[config.mk]
export PLATFORM = sky130hd
export DESIGN_NAME = synapse_accumulator
export DESIGN_NICKNAME = d
export VERILOG_FILES = /design/src/rtl/snn_pkg.sv /design/src/rtl/synapse_weight_mem.sv /design/src/rtl/synapse_accumulator.sv
export SDC_FILE = /design/constraint.sdc
export NUM_CORES = 1
export LEC_CHECK = 0
export CORE_ASPECT_RATIO = 0.7
export CORE_MARGIN = 10
export CORE_UTILIZATION = 55
export DETAILED_ROUTE_END_ITERATION = 16
export PLACE_DENSITY = 0.73
export SLEW_MARGIN = 40
export SYNTH_ARGS = -nofsm -noshare
export SYNTH_HDL_FRONTEND = slang
export SYNTH_SLANG_ARGS = --single-unit
[constraint.sdc]
create_clock -name clk -period 5.7 [get_ports clk]
set_input_delay 1.14 -clock clk [delete_from_list [all_inputs] [get_ports clk]]
set_output_delay 1.14 -clock clk [all_outputs]
set_load 0.01 [all_outputs]
[src/rtl/snn_pkg.sv]
// snn_pkg: shared types and saturating arithmetic helpers for the SNN datapath.
// Revision: 1.0
`default_nettype none

package snn_pkg;

    localparam int DEF_W_WIDTH = 8;

    typedef enum logic [0:0] {
        ACCUM = 1'b0,
        FLUSH = 1'b1
    } acc_state_t;

    // Unsigned add clamped to 2^width-1; width must be below 32.
    function automatic logic [31:0] sat_add(input logic [31:0] a,
                                            input logic [31:0] b,
                                            input int          width);
        logic [32:0] s;
        logic [32:0] lim;
        s   = {1'b0, a} + {1'b0, b};
        lim = (33'd1 << width) - 33'd1;
        return (s > lim) ? lim[31:0] : s[31:0];
    endfunction

    function automatic logic [31:0] sat_trunc(input logic [31:0] sum,
                                              input int          to_width);
        logic [32:0] lim;
        lim = (33'd1 << to_width) - 33'd1;
        return ({1'b0, sum} > lim) ? lim[31:0] : sum;
    endfunction

endpackage

`default_nettype wire

[src/rtl/synapse_weight_mem.sv]
// synapse_weight_mem: flop-based weight file, one sync write port, one async read port.
// Revision: 1.0
`default_nettype none

module synapse_weight_mem #(
    parameter int N_SYN   = 16,
    parameter int W_WIDTH = 8
) (
    input  logic                       clk,
    input  logic                       rst,
    input  logic                       wr_en,
    input  logic [$clog2(N_SYN)-1:0]   wr_addr,
    input  logic [W_WIDTH-1:0]         wr_data,
    input  logic [$clog2(N_SYN)-1:0]   rd_addr,
    output logic [W_WIDTH-1:0]         rd_data
);

    logic [W_WIDTH-1:0] mem [N_SYN];

    always_ff @(posedge clk) begin
        if (!rst) begin
            for (int i = 0; i < N_SYN; i++) begin
                mem[i] <= '0;
            end
        end else if (wr_en) begin
            mem[wr_addr] <= wr_data;
        end
    end

    // Read sees the pre-write contents when a write hits the same index.
    assign rd_data = mem[rd_addr];

endmodule

`default_nettype wire

[src/rtl/synapse_accumulator.sv]
// synapse_accumulator: per-timestep saturating sum of weighted spike events for the soma.
// Revision: 1.0
`default_nettype none

module synapse_accumulator
    import snn_pkg::*;
#(
    parameter int N_SYN     = 16,
    parameter int W_WIDTH   = DEF_W_WIDTH,
    parameter int SUM_WIDTH = 12
) (
    input  logic                       clk,
    input  logic                       rst,
    input  logic                       prog_en,
    input  logic [$clog2(N_SYN)-1:0]   prog_addr,
    input  logic [W_WIDTH-1:0]         prog_data,
    input  logic                       ev_valid,
    input  logic [$clog2(N_SYN)-1:0]   ev_addr,
    output logic                       ev_ready,
    input  logic                       tick,
    input  logic                       suspend,
    output logic                       out_valid,
    output logic [W_WIDTH-1:0]         out_weight,
    output logic                       out_spike,
    output logic                       overrun
);

    acc_state_t           state;
    acc_state_t           next_state;
    logic [SUM_WIDTH-1:0] sum;
    logic [SUM_WIDTH-1:0] sum_nxt;
    logic                 hit;
    logic                 hit_nxt;
    logic [W_WIDTH-1:0]   ev_weight;
    logic [W_WIDTH-1:0]   closing_weight;
    logic                 accept;
    logic                 closing;

    synapse_weight_mem #(
        .N_SYN   (N_SYN),
        .W_WIDTH (W_WIDTH)
    ) u_weight_mem (
        .clk     (clk),
        .rst     (rst),
        .wr_en   (prog_en),
        .wr_addr (prog_addr),
        .wr_data (prog_data),
        .rd_addr (ev_addr),
        .rd_data (ev_weight)
    );

    assign accept  = ev_valid & ev_ready;
    assign closing = (state == ACCUM) & tick;

    always_comb begin
        next_state = state;
        sum_nxt    = sum;
        hit_nxt    = hit;
        case (state)
            ACCUM: begin
                // Suspended events are still consumed, just not counted.
                if (accept && !suspend) begin
                    sum_nxt = SUM_WIDTH'(sat_add(32'(sum), 32'(ev_weight), SUM_WIDTH));
                    hit_nxt = 1'b1;
                end
                if (tick) begin
                    next_state = FLUSH;
                end
            end
            FLUSH: begin
                next_state = ACCUM;
                sum_nxt    = '0;
                hit_nxt    = 1'b0;
            end
            default: begin
                next_state = ACCUM;
            end
        endcase
    end

    assign closing_weight = W_WIDTH'(sat_trunc(32'(sum_nxt), W_WIDTH));

    always_ff @(posedge clk) begin
        if (!rst) begin
            state      <= ACCUM;
            sum        <= '0;
            hit        <= 1'b0;
            ev_ready   <= 1'b0;
            out_valid  <= 1'b0;
            out_weight <= '0;
            out_spike  <= 1'b0;
            overrun    <= 1'b0;
        end else begin
            state     <= next_state;
            sum       <= sum_nxt;
            hit       <= hit_nxt;
            ev_ready  <= (next_state == ACCUM);
            out_valid <= closing;
            // Output word is captured on the closing edge so it is visible during FLUSH.
            if (closing) begin
                out_weight <= closing_weight;
                out_spike  <= hit_nxt;
            end
            if ((state == FLUSH) && tick) begin
                overrun <= 1'b1;
            end
        end
    end

endmodule

`default_nettype wire

Run 1, cell outlines without signal wires:
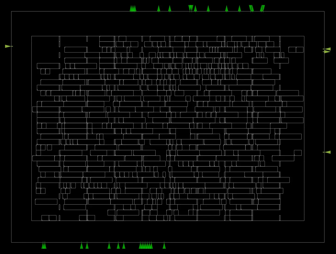
placeable core area: 12,600 um2
number of flip-flops and latches: 153
num rows: 34
final core area utilization: 0.661

Run 1, nets reached from selected ports:
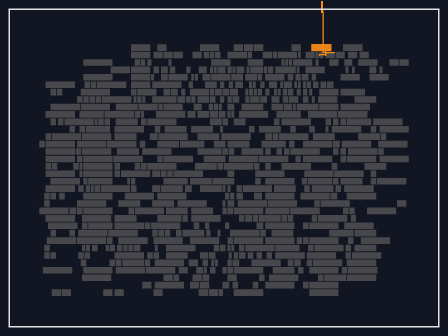
Key: orange = `overrun` [bits 1, direction output, edge top, end cells 1, buffers 1, wire 26.9 um]
port buffer count: 33
Ports: 34

Run 1, met3 routing:
Bar = 50 um.
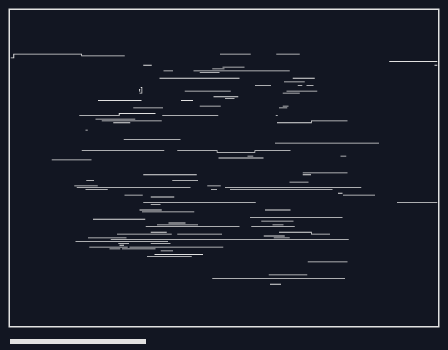
76 nets have wire on it. The wires run mostly horizontal. The layer carries 1,440 um of wire.
GR met3 Demand/Resource: 0.0541
total vias in the final route: 4,479

Run 1, placed cells, one color a class:
Fill, decap, tap and diode cells in gray.
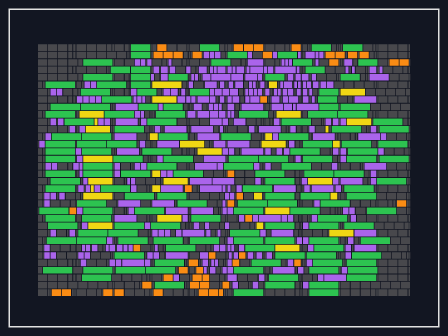
Key: orange = remaining buffers and delay cells [cells 48]; purple = remaining logic cells [cells 340]; green = registers [cells 153]; yellow = clock drivers and dummy loads [cells 32]

==> summary.txt, run 1 <==
Implementation results.

The part of the power in the clock network is 0.425. The combinational share of cell area is 0.328. The library cells used most frequently in the layout, excluding fill and tap cells, are sky130_fd_sc_hd__and2_1 (130), sky130_fd_sc_hd__edfxtp_1 (128), sky130_fd_sc_hd__mux4_2 (40), sky130_fd_sc_hd__nor2_1 (37), sky130_fd_sc_hd__clkdlybuf4s50_1 (32). Per the detail_route log, the uppermost layer with routed signals is met4. STA on the placed design reports a worst setup slack of 793 ps. The synthesized netlist was found by Yosys to have 516 cells. The flow reports an fmax of 221 MHz.

In the synthesized netlist, the dominant kind of combinational cell is simple AND/OR/NAND/NOR gates. The count of inverters other than clock inverters in the layout is 7. The worst setup path is captured at a flip-flop. The clock tree buffer depth is 2. For reference, the top cells by area after synthesis are sky130_fd_sc_hd__edfxtp_1 (53%), sky130_fd_sc_hd__mux4_2 (13%), sky130_fd_sc_hd__and2_1 (11%). The post-synthesis share of cell area spent on and, or, nand and nor gates is 0.167.

For reference, the final report shows the hold violation count at 0. The number of search-and-repair iterations in the first detailed-routing pass is 5. The clock tree from TritonCTS is done. The kind of launch point of the worst setup path is a primary input.

The critical path's top delay family is AND-OR/OR-AND gates. The total congestion overflow after global routing is 0. The share of the synthesized netlist area taken by xor and xnor gates is 0.00729.

Summing every instance area after synthesis gives 7210 um2. Of the post-synthesis cell area, the dominant cell type holds 0.533. The placer congestion estimate is 0.939.

The required time at the worst-slack endpoint is 5980 ps. The pin closest to its max-slew limit shows a slew of 746 ps. The share of synthesized area occupied by flip-flops and latches is 0.603. The number of nets in the finished design is 591.

The worst clock skew is 10.8 ps. The worst reg-to-reg setup slack is 2280 ps. The critical path goes through clkdlybuf4s50_1, buf_4, mux4_2, mux4_2, ha_1, a211oi_1, o21ai_1, or2_1, a31o_1, a31oi_4, a31oi_1. The power of the clock network is 0.00114 W. The die covers 18,200 um2.

The final instance area is 8350 um2. The clock edge transition at the registers on the reported setup and hold paths is 70 ps. The area growth from synthesis to final layout is 15.9%. After detailed routing, the wire length on met1 is 7660 um. Per the timing report, the biggest fanout along the worst path comes to 32.

The number of distinct library cells after synthesis is 49. For this run, global-route usage on met1 was measured as 0.282. Per report_power, the top consumer among the power groups is registers. The fraction of power consumed by sequential logic is 0.482. The run finished with clean final reports. The final hold slack is 467 ps.

The largest individual stage delay along the critical path comes from the cell sky130_fd_sc_hd__mux4_2. The worst max-slew margin expressed relative to the limit is 0.499. The routed design has 17,000 um of wire. The area of placed instances is 7750 um2.

The critical path ends at out_weight[2]$_SDFFE_PN0P_. After synthesis the netlist holds a flip-flop and latch count of 153. The met2 wire length is 7860 um.

After detailed routing, the average wire length per cell comes to 23.2 um. Walking the critical path from launch to capture passes 11 cell instances. The layout has 48 buffers outside the clock class. The overall global routing resource usage is 0.197. The type of the most critical hold path is flip-flop to flip-flop. The post-CTS setup buffer count is 0. The async set-or-reset flop fraction in the synthesized netlist is 0. The number of inserted filler cells in the final layout is 857. Of all the cell area in the finished design, the clock network holds 0.0719.

Summed over all nets, wire length on met3 after detailed routing comes to 1440 um. The antenna violation net count after detailed routing is 0. Per the post-run analysis, buffers plus inverters along the critical path come to 2. The number of flops mapped to enable cells by yosys is 128. The maximum number of pins on one net before global-route repair is 33. The final power report lists total power as 0.00269 W. The final cell count without fillers is 735. The AND-OR/OR-AND share of the synthesized area is 0.0620. The total inserted antenna cells is 0.

The share of final layout cell area taken by non-clock buffers is 0.0524. The most repeated library cell on the critical path is sky130_fd_sc_hd__mux4_2. By instance count after routing, the leading logic cell type is sky130_fd_sc_hd__and2_1. The routed design shows a via density per instance of 6.09. The H-tree depth is 4. Across the placement rows, the number of tap cells is 162.

In the finished design, the share of the clock period the worst path needs comes to 0.796. The endpoint of the most critical register-to-register path is out_weight[2]$_SDFFE_PN0P_. Setup slack on the critical path of the routed design comes to 1170 ps. The ratio of cells with drive above 1 in the final layout is 0.168. The number of gates resized after CTS was 0. Setup repair after global routing left no endpoint under its margin. The warning tally printed by Yosys for this design is 0. Across the VDD grid, the largest voltage drop is 0.211 mV. The chip height is 116 um. Per the OpenROAD power report, switching power amounts to 0.000612 W. The power density normalized to cell area is 322 nW/um2. The mean instance size in the synthesized netlist is 14.0 um2.

The power report lists cell-internal power as 0.00207 W. The clock buffer count from CTS is 17. The static leakage power is 2.92 nW.

The total of clock buffers placed in the layout is 19. The script computed the net switching share of total power as 0.228. The most used flip-flop cell after synthesis is sky130_fd_sc_hd__edfxtp_1.
-- run 1: synthesized netlist by cell type (all sizes together), types with 2 or more instances --
cell type / n
o21bai: 2
a211oi: 3
and2: 130
ha: 8
buf: 7
nor3: 7
edfxtp: 128
clkbuf: 15
nand2b: 8
a31oi: 11
nor2: 38
o211ai: 6
xor2: 4
inv: 6
o21ai: 28
nand2: 11
and2b: 2
nand3: 5
xnor2: 2
a31o: 2
mux4: 40
dfxtp: 25
o221ai: 2
nand4: 3
a21oi: 10
-- run 1: sequential cells by signal (all words and copies together), names as in the netlist --
signal	cells
out_weight	8
overrun	1
out_spike	1
ev_ready	1
hit	1
out_valid	1
sum	12
u_weight_mem.mem	128
Run 1, signal wires on met2:
Cells faint in the background.
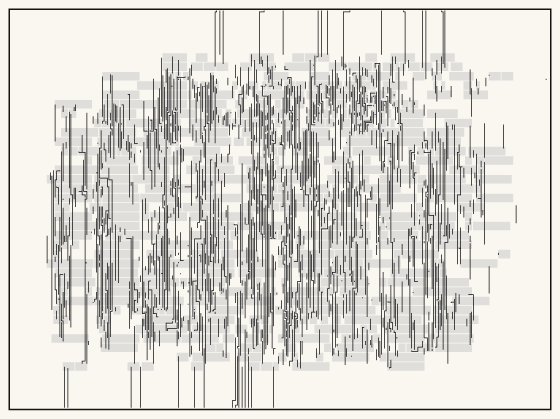

==> run 2, diff against run 1 <==
Settings changed: CORE_UTILIZATION 55 to 54, PLACE_DENSITY 0.73 to 0.74.
Clock period 5.7 ns to 3.9 ns, I/O delays scaled along.
Run 2, signal wires on met2:
Cells faint in the background.
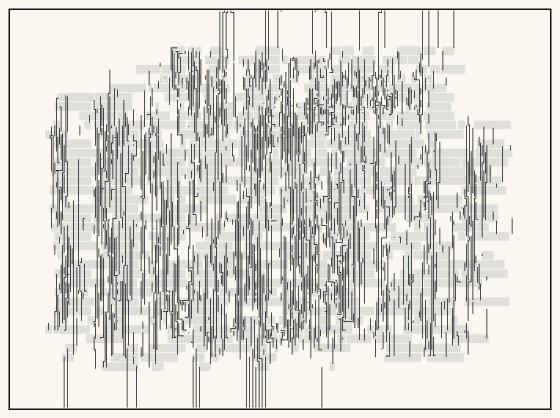
The wires run mostly vertical. The layer holds 47% of the routed length. The layer carries 8,570 um of wire. 553 nets have wire on it.

Run 2, nets reached from selected ports:
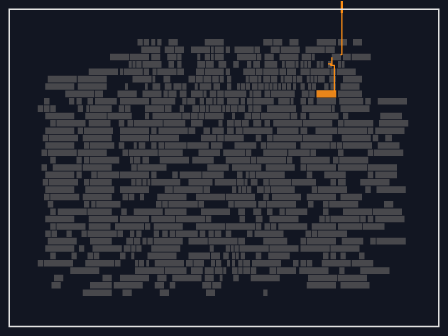
Key: orange = `overrun` [bits 1, direction output, edge top, end cells 1, buffers 1, wire 32.6 um]

Run 2, placed cells, one color a class:
Fill, decap, tap and diode cells in gray.
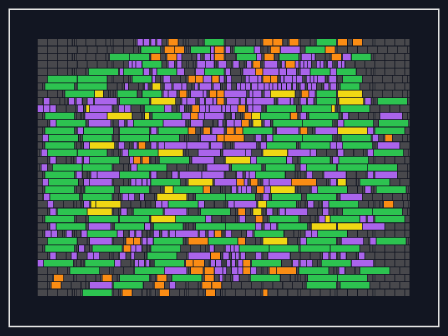
Seq area share: 0.502
placeable core area: 13,100 um2
post-route standard cell area excluding fillers: 8650 um2
num rows: 35
final core area utilization: 0.660

==> run 2 against run 1 <==
Net effect: global-route usage rose by 0.67 points; clock power rose by 42%; combinational power rose by about 70%; hold slack improved by 16 ps; total power rose by 46%; largest cell class unchanged; first-iteration DRC count fell by 8.0%; register-to-register slack got worse by 1700 ps; critical path depth rose by 1.
==> summary.txt, run 2 <==
Implementation results.

The number of nets in the finished design is 624 (was 591). The number of cells after detailed placement is 736 (was 703). The async set-or-reset flop fraction in the synthesized netlist is 0 (unchanged).

The net switching power is 0.000931 W (was 0.000612 W). The count of max-cap constraint violations came to 0 (unchanged). Result of the run: complete, no violations (unchanged). Cell types with the largest area share after synthesis: sky130_fd_sc_hd__edfxtp_1 (53%), sky130_fd_sc_hd__mux4_2 (13%), sky130_fd_sc_hd__and2_1 (11%) (unchanged). The startpoint of the lowest-slack register-to-register path is u_weight_mem.mem[2][4]$_SDFFCE_PN0P_ (was u_weight_mem.mem[10][4]$_SDFFCE_PN0P_).

The largest driver fanout on the critical path is 8 (was 32). The maximum number of pins on one net before global-route repair is 24 (was 33). The wire length the detailed router placed on met1 was 7910 um (was 7660 um). The antenna violation net count after detailed routing is 0 (unchanged). The critical path's top delay family is multiplexers (was AND-OR/OR-AND gates). The largest register by flop count is u_weight_mem.mem (unchanged). The number of inserted filler cells in the final layout came to 916 (was 857). The final total negative setup slack is 0 ps (unchanged). The summed instance area of the synthesized netlist is 7210 um2 (unchanged).

The cell with the biggest individual delay on the critical path is sky130_fd_sc_hd__mux4_2 (unchanged). The launch point of the critical path is ev_addr[0] (was ev_addr[1]). The detailed-route via count is 4,683 (was 4,479). The required time at the worst-slack endpoint is 4180 ps (was 5980 ps). The global routing usage on met2 came to 0.321 (was 0.293). The count of state elements after synthesis was 153 (unchanged). The endpoint type of the worst setup path was a flip-flop (unchanged). The sink count of the clock tree is 153 (unchanged). Timing would allow up to 265 MHz. The AND-OR/OR-AND share of the synthesized area is 0.0620 (unchanged). The DRC violations left is 0 (unchanged).

The cell count listed in synth_stat.txt is 516 (unchanged). The area growth from synthesis to final layout is 20.0% (was 15.9%). The vias per cell came to 6.07 (was 6.09). The post-layout worst setup margin is 131 ps (was 1170 ps). The worst reg2reg path depth is 9 (unchanged). The internal power of the cells is 0.00300 W (was 0.00207 W). The worst clock skew is 9.77 ps (was 10.8 ps). The routing usage on met1 was 0.274 (was 0.282). The overall global routing resource usage is 0.203 (was 0.197). The clock tree buffer depth was 2 (unchanged). The part of the power in the clock network is 0.413 (was 0.425). The total die size is 18,400 um2 (was 18,200 um2). The global-route wire length before repair is 27,900 um (was 26,500 um). The type of the most critical hold path is flip-flop to flip-flop (unchanged). The later-pin clock latency in the skew report came to 420 ps (about the same). Setup repair after global routing missed its margin: false (unchanged). The total inserted antenna cells was 0 (unchanged). The endpoint of the worst hold path is out_spike$_SDFFE_PN0P_ (was overrun$_SDFFE_PN0P_). The fraction of power consumed by sequential logic is 0.480 (was 0.482).

The count of final hold-check violations came to 0 (unchanged). The total number of yosys warnings is 0 (unchanged). The total congestion overflow after global routing is 0 (unchanged). The root cell of the clock tree was sky130_fd_sc_hd__clkbuf_16 (unchanged). The power density normalized to cell area is 455 nW/um2 (was 322 nW/um2).

The timing endpoint of the critical path is out_weight[4]$_SDFFE_PN0P_ (was out_weight[2]$_SDFFE_PN0P_). The horizontal die size is 158 um (was 157 um). The flip-flop count of the largest register after layout came to 128 (unchanged). The tally of buffers added on design ports was 33 (unchanged). The post-synthesis share of cell area spent on and, or, nand and nor gates came to 0.167 (unchanged). The number of flops mapped to enable cells by yosys is 128 (unchanged).

The post-cts sizing count came to 0 (unchanged). The pre-CTS worst setup slack is -439 ps (was 793 ps). The data arrival time of the critical path is 4050 ps (was 4820 ps). The share of the synthesized netlist area taken by xor and xnor gates is 0.00729 (unchanged).

The most used logic cell in the final layout is sky130_fd_sc_hd__and2_1 (unchanged). The area fraction of the dominant cell type after synthesis is 0.533 (unchanged). The number of search-and-repair iterations in the first detailed-routing pass came to 6 (was 5). For the finished layout, the period the worst path requires is 3770 ps. The I/O pin total was 34 (unchanged). The worst reg-to-reg setup slack is 540 ps (was 2280 ps).

The peak ir drop on the vdd network was 0.319 mV (was 0.211 mV). The aggregate routed wire length is 18,100 um (was 17,000 um). The clock buffer count from CTS is 17 (unchanged). The worst min-delay path startpoint is out_spike$_SDFFE_PN0P_ (was overrun$_SDFFE_PN0P_). The largest family of logic cells by area is simple AND/OR/NAND/NOR gates (unchanged). The post-synthesis cell count came to 516 (unchanged). The routed length per placed instance is 23.4 um (was 23.2 um). Synth cell count leaders: sky130_fd_sc_hd__and2_1 (130), sky130_fd_sc_hd__edfxtp_1 (128), sky130_fd_sc_hd__mux4_2 (40) (unchanged). The initial cell density of the core came to 0.550 (was 0.570). The cell with the most instances after synthesis was sky130_fd_sc_hd__and2_1 (unchanged). The chip area in the Yosys report was 7210 um2 (unchanged).

The clock edge transition at the registers on the reported setup and hold paths is 60 ps (was 70 ps). The combinational share of power is 0.107 (was 0.092). The number of distinct library cells after synthesis is 49 (unchanged). The setup-violating endpoint count in the final report is 0 (unchanged). The top flip-flop cell by instance count after synthesis is sky130_fd_sc_hd__edfxtp_1 (unchanged). The number of buffers and inverters on the critical path is 3 (was 2). Cell chain of the critical path: buf_2, buf_4, buf_4, mux4_2, mux4_2, ha_1, o21ai_0, nand2_1, o211ai_2, or4b_4, a21oi_4, a31oi_1 (was clkdlybuf4s50_1, buf_4, mux4_2, mux4_2, ha_1, a211oi_1, o21ai_1, or2_1, a31o_1, a31oi_4, a31oi_1). The mean instance size in the synthesized netlist is 14.0 um2 (unchanged).

The final HPWL from detailed placement is 12,600 um (was 11,800 um). Most frequent cells in the layout: sky130_fd_sc_hd__and2_1 (130), sky130_fd_sc_hd__edfxtp_1 (128), sky130_fd_sc_hd__buf_4 (43), sky130_fd_sc_hd__mux4_2 (40), sky130_fd_sc_hd__nor2_1 (37) (was sky130_fd_sc_hd__and2_1 (130), sky130_fd_sc_hd__edfxtp_1 (128), sky130_fd_sc_hd__mux4_2 (40), sky130_fd_sc_hd__nor2_1 (37), sky130_fd_sc_hd__clkdlybuf4s50_1 (32)). The highest cell delay on the worst timing path was 550 ps (was 490 ps). The fraction of met3 tracks used by global routing is 0.0563 (was 0.0541). The hold path depth came to 1 (was 2).

The final cell count without fillers is 772 (was 735). The global-route layer with the greatest usage is met2 (unchanged). The cell type with the highest aggregate area in the netlist is sky130_fd_sc_hd__edfxtp_1 (unchanged).

The static leakage power is 3.12 nW (was 2.92 nW). The share of synthesized area occupied by flip-flops and latches is 0.603 (unchanged). The mux share of post-synthesis cell area was 0.126 (unchanged). The worst max-slew margin expressed relative to the limit is 0.542 (was 0.499).

Regs by FF count: u_weight_mem.mem: 128 flops, sum: 12 flops, out_weight: 8 flops (unchanged). The sum of internal, switching and leakage power came to 0.00393 W (was 0.00269 W). The worst-margin pin slew was 685 ps (was 746 ps).

The initial antenna violation count is 0 (unchanged). Of the available clock period, the critical path in the final layout requires 0.966. The via count of the first global-routing pass is 4,788 (was 4,448). The net count of the mapped netlist is 547 (unchanged).

The clock tree from TritonCTS is done (unchanged). The endpoint of the most critical register-to-register path is out_weight[4]$_SDFFE_PN0P_ (was out_weight[2]$_SDFFE_PN0P_). The area of placed instances is 8010 um2 (was 7750 um2). The met2 wire length is 8570 um (was 7860 um).

The chip height came to 117 um (was 116 um). The critical path start-end classification was primary input to flip-flop (unchanged). The number of DRC violations after detailed-routing iteration 0 is 600 (was 652). The number of max-slew violations in the final report is 0 (unchanged). The met3 wirelength from detailed routing is 1330 um (was 1440 um). The H-tree depth was 4 (unchanged).

The number of warnings the tools reported is 26 (unchanged). The count of hold buffers inserted by post-cts repair is 0 (unchanged). The fraction of power spent switching nets is 0.237 (was 0.228). The kind of launch point of the worst setup path was a primary input (unchanged). The number of gates on the worst path with buffers counted was 12 (was 11). The ratio of cells with drive above 1 in the final layout came to 0.215 (was 0.168). The post-CTS setup buffer count is 2 (was 0). The topmost layer with routed signal wires was met4 (unchanged). The area share of fa/ha/maj cells after synthesis is 0.0167 (unchanged). The placer congestion estimate is 0.915 (was 0.939).

The final hold slack is 483 ps (was 467 ps).
## run 2: power groups by stage
| stage | clock [W] | sequential [W] | combinational (W) |
|---|---|---|---|
| after floorplan | 0 | 0.00191 | 0.000223 |
| after global placement | 0 | 0.00192 | 0.000399 |
| after detailed placement | 0 | 0.00192 | 0.000409 |
| after CTS | 0.00162 | 0.00189 | 0.000413 |
| after global routing | 0.00169 | 0.00190 | 0.000449 |
| final | 0.00162 | 0.00189 | 0.000421 |
## run 2: final cells by class
class                      instances  area (um2)  share of cell area
clock buffer                      18         429              0.0496
multi-input combinational        333        2750               0.317
timing repair buffer              81         747              0.0864
inverter                           7        26.3             0.00304
tap                              166         208              0.0240
clock inverter                    14         149              0.0172
sequential                       153        4340               0.502
Power and IR drop assume default switching activity.
